**Cells colored by class**

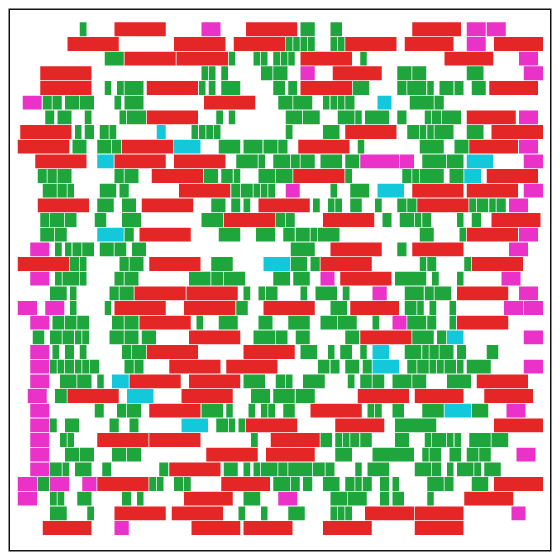
**Routing congestion map**

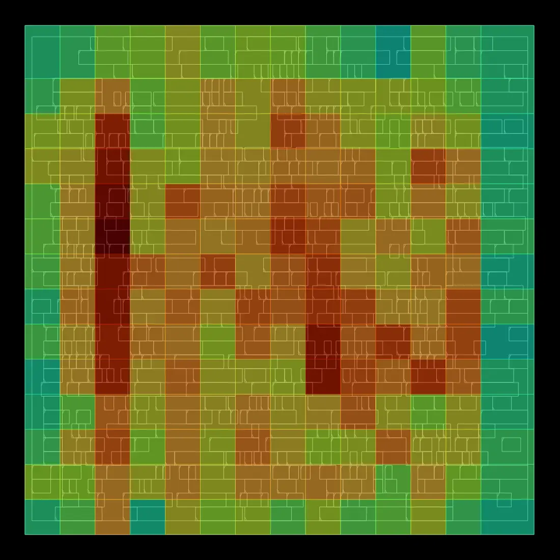
**Wire density map**

The bar under the picture is 20 um long. The die is cut into 20 by 20 equal tiles; dark blue is low, red is high, scaled to the fullest tile. Values are wire area over tile area, all layers added.
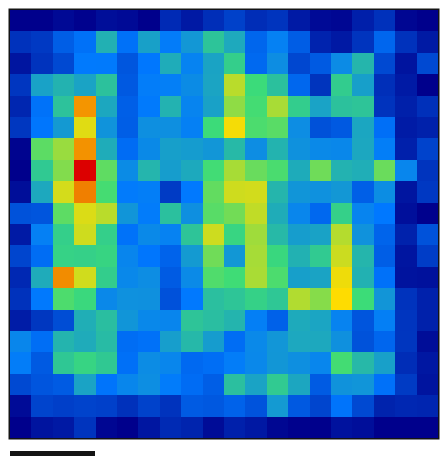
Design seg7_scan_sched, sky130hd; sources not shown.
==> flow_summary.html <==
<h2>Implementation results</h2>
<table>
<tr><th>Metric</th><th>Value</th></tr>
<tr><th colspan="2">Drt</th></tr>
<tr><td>Residual DRC</td><td>0</td></tr>
<tr><td>Antenna violation net count after detailed routing</td><td>0</td></tr>
<tr><th colspan="2">Logic synthesis</th></tr>
<tr><td>Post-synth EDFFs</td><td>0</td></tr>
<tr><td>Chip area line of the yosys report</td><td>0.00530 mm2</td></tr>
<tr><td>Leading area contributor after synthesis</td><td>sky130_fd_sc_hd__dfstp_2</td></tr>
<tr><td>Cell count in the Yosys report</td><td>528</td></tr>
<tr><td>Main area contributors after synthesis</td><td>sky130_fd_sc_hd__dfstp_2, sky130_fd_sc_hd__dfrtp_1, sky130_fd_sc_hd__nand2_1</td></tr>
<tr><th colspan="2">Outcome</th></tr>
<tr><td>Result of the run</td><td>complete, no violations</td></tr>
<tr><th colspan="2">Placed design</th></tr>
<tr><td>Number of port buffers</td><td>41</td></tr>
<tr><td>GPL Wtd Cong</td><td>0.937</td></tr>
<tr><td>Estimated wirelength of the detail-placed design</td><td>9890 um</td></tr>
<tr><td>Placement Cell Area</td><td>0.00586 mm2</td></tr>
<tr><td>Placed Cells</td><td>between 600 and 700</td></tr>
<tr><th colspan="2">Finish</th></tr>
<tr><td>Share of cells above drive strength 1</td><td>0.223</td></tr>
<tr><td>Growth of design area from synthesis to finish</td><td>14.0%</td></tr>
<tr><td>Non-Filler Cell Area, Final</td><td>0.00604 mm2</td></tr>
<tr><td>Commonest cells after routing, fill and taps aside</td><td>sky130_fd_sc_hd__nand2_1, sky130_fd_sc_hd__dfstp_2, sky130_fd_sc_hd__clkdlybuf4s50_1</td></tr>
<tr><th colspan="2">Pwr</th></tr>
<tr><td>Maximum vdd ir drop</td><td>~0.23 mV</td></tr>
<tr><td>Sequential group share of total power</td><td>0.607</td></tr>
<tr><td>Combinational cell fraction of total power</td><td>0.124</td></tr>
<tr><td>Switching share of power</td><td>0.300</td></tr>
<tr><td>Total chip power</td><td>1770 uW</td></tr>
<tr><th colspan="2">Clock tree</th></tr>
<tr><td>Clock latency on the worst-skew pair</td><td>about 0.4 ns</td></tr>
<tr><td>Quantity of gates resized following cts</td><td>0</td></tr>
<tr><td>Post-CTS Hold Buffers</td><td>0</td></tr>
<tr><td>CTS root buf</td><td>sky130_fd_sc_hd__clkbuf_8</td></tr>
<tr><th colspan="2">Worst setup path</th></tr>
<tr><td>Endpoint type of the worst setup path</td><td>register</td></tr>
<tr><td>Total buffers and inverters traversed by the critical path</td><td>3</td></tr>
<tr><td>Worst path max stage delay</td><td>0.54 ns</td></tr>
<tr><td>Depth of the worst register-to-register path</td><td>11</td></tr>
<tr><td>Category of the critical setup timing path</td><td>in2reg</td></tr>
<tr><td>CP max-delay cell</td><td>sky130_fd_sc_hd__o31ai_1</td></tr>
<tr><td>Top cell family by delay on the critical path</td><td>AND-OR/OR-AND gates</td></tr>
<tr><th colspan="2">STA</th></tr>
<tr><td>Final setup violation count</td><td>0</td></tr>
<tr><td>Worst max-slew margin expressed relative to the limit</td><td>0.410</td></tr>
<tr><td>Peak clock frequency supported by timing</td><td>approximately 0.24 GHz</td></tr>
<tr><th colspan="2">Run</th></tr>
<tr><td>Stage-log warning count</td><td>30</td></tr>
<tr><th colspan="2">Floorplan</th></tr>
<tr><td>Number of ports placed on the die boundary</td><td>~43</td></tr>
<tr><th colspan="2">Global routing</th></tr>
<tr><td>Met1 Use GR</td><td>0.382</td></tr>
<tr><td>Largest net degree at the start of global routing</td><td>75</td></tr>
</table>
About 'cells colored by class':
[other buffers and delay cells] magenta | cells: 50 | share of their area: 8.3%
[all other logic] green | cells: 410 | share of their area: 44%
[clock drivers and dummy loads] cyan | cells: 16 | share of their area: 3.1%
[flops] red | cells: 102 | share of their area: 45%
num rows: 35
sequential share of cell area: 0.438
utilization after layout: 0.651
area of the core region: 0.00928 mm2

About 'routing congestion map':
met3 capacity usage during global routing: 0.0474
GR Util All Layers: 0.285

About 'wire density map':
nearly empty tiles: 5.2%
mean over tiles: 0.21
emptiest ninth of the die: north-east
fullest tile: 0.74
tiles over half the peak: 13%
total number of vias: 4335
detailed-route wire length per cell: 18.9 um

[power groups by stage]
stage | clock network (uW) | registers (uW) | logic [uW]
5_1_grt | 511 | 1080 | 247
3_3_place_gp | 0 | 1080 | 212
6_report | 475 | 1070 | 219
3_5_place_dp | 0 | 1080 | 217
2_1_floorplan | 0 | 1020 | 149
4_1_cts | 490 | 1070 | 218
[final cells by class]
class                           instances  area (um2)
Multi-Input combinational cell        398        2520
Clock inverter                          7        56.3
Clock buffer                            9         124
Sequential cell                       102        2650
Inverter                               12        46.3
Tap cell                              129         161
Fill cell                             789        3240
Timing Repair Buffer                   50         488
[cell families after synthesis]
kind of cell / after synthesis
simple gates: 208
compound gates: 137
flops: 102
mux: 29
buf+inv: 28
xor+xnor: 15
fa+ha+maj: 8
other cells: 1
Power and IR drop assume default switching activity.
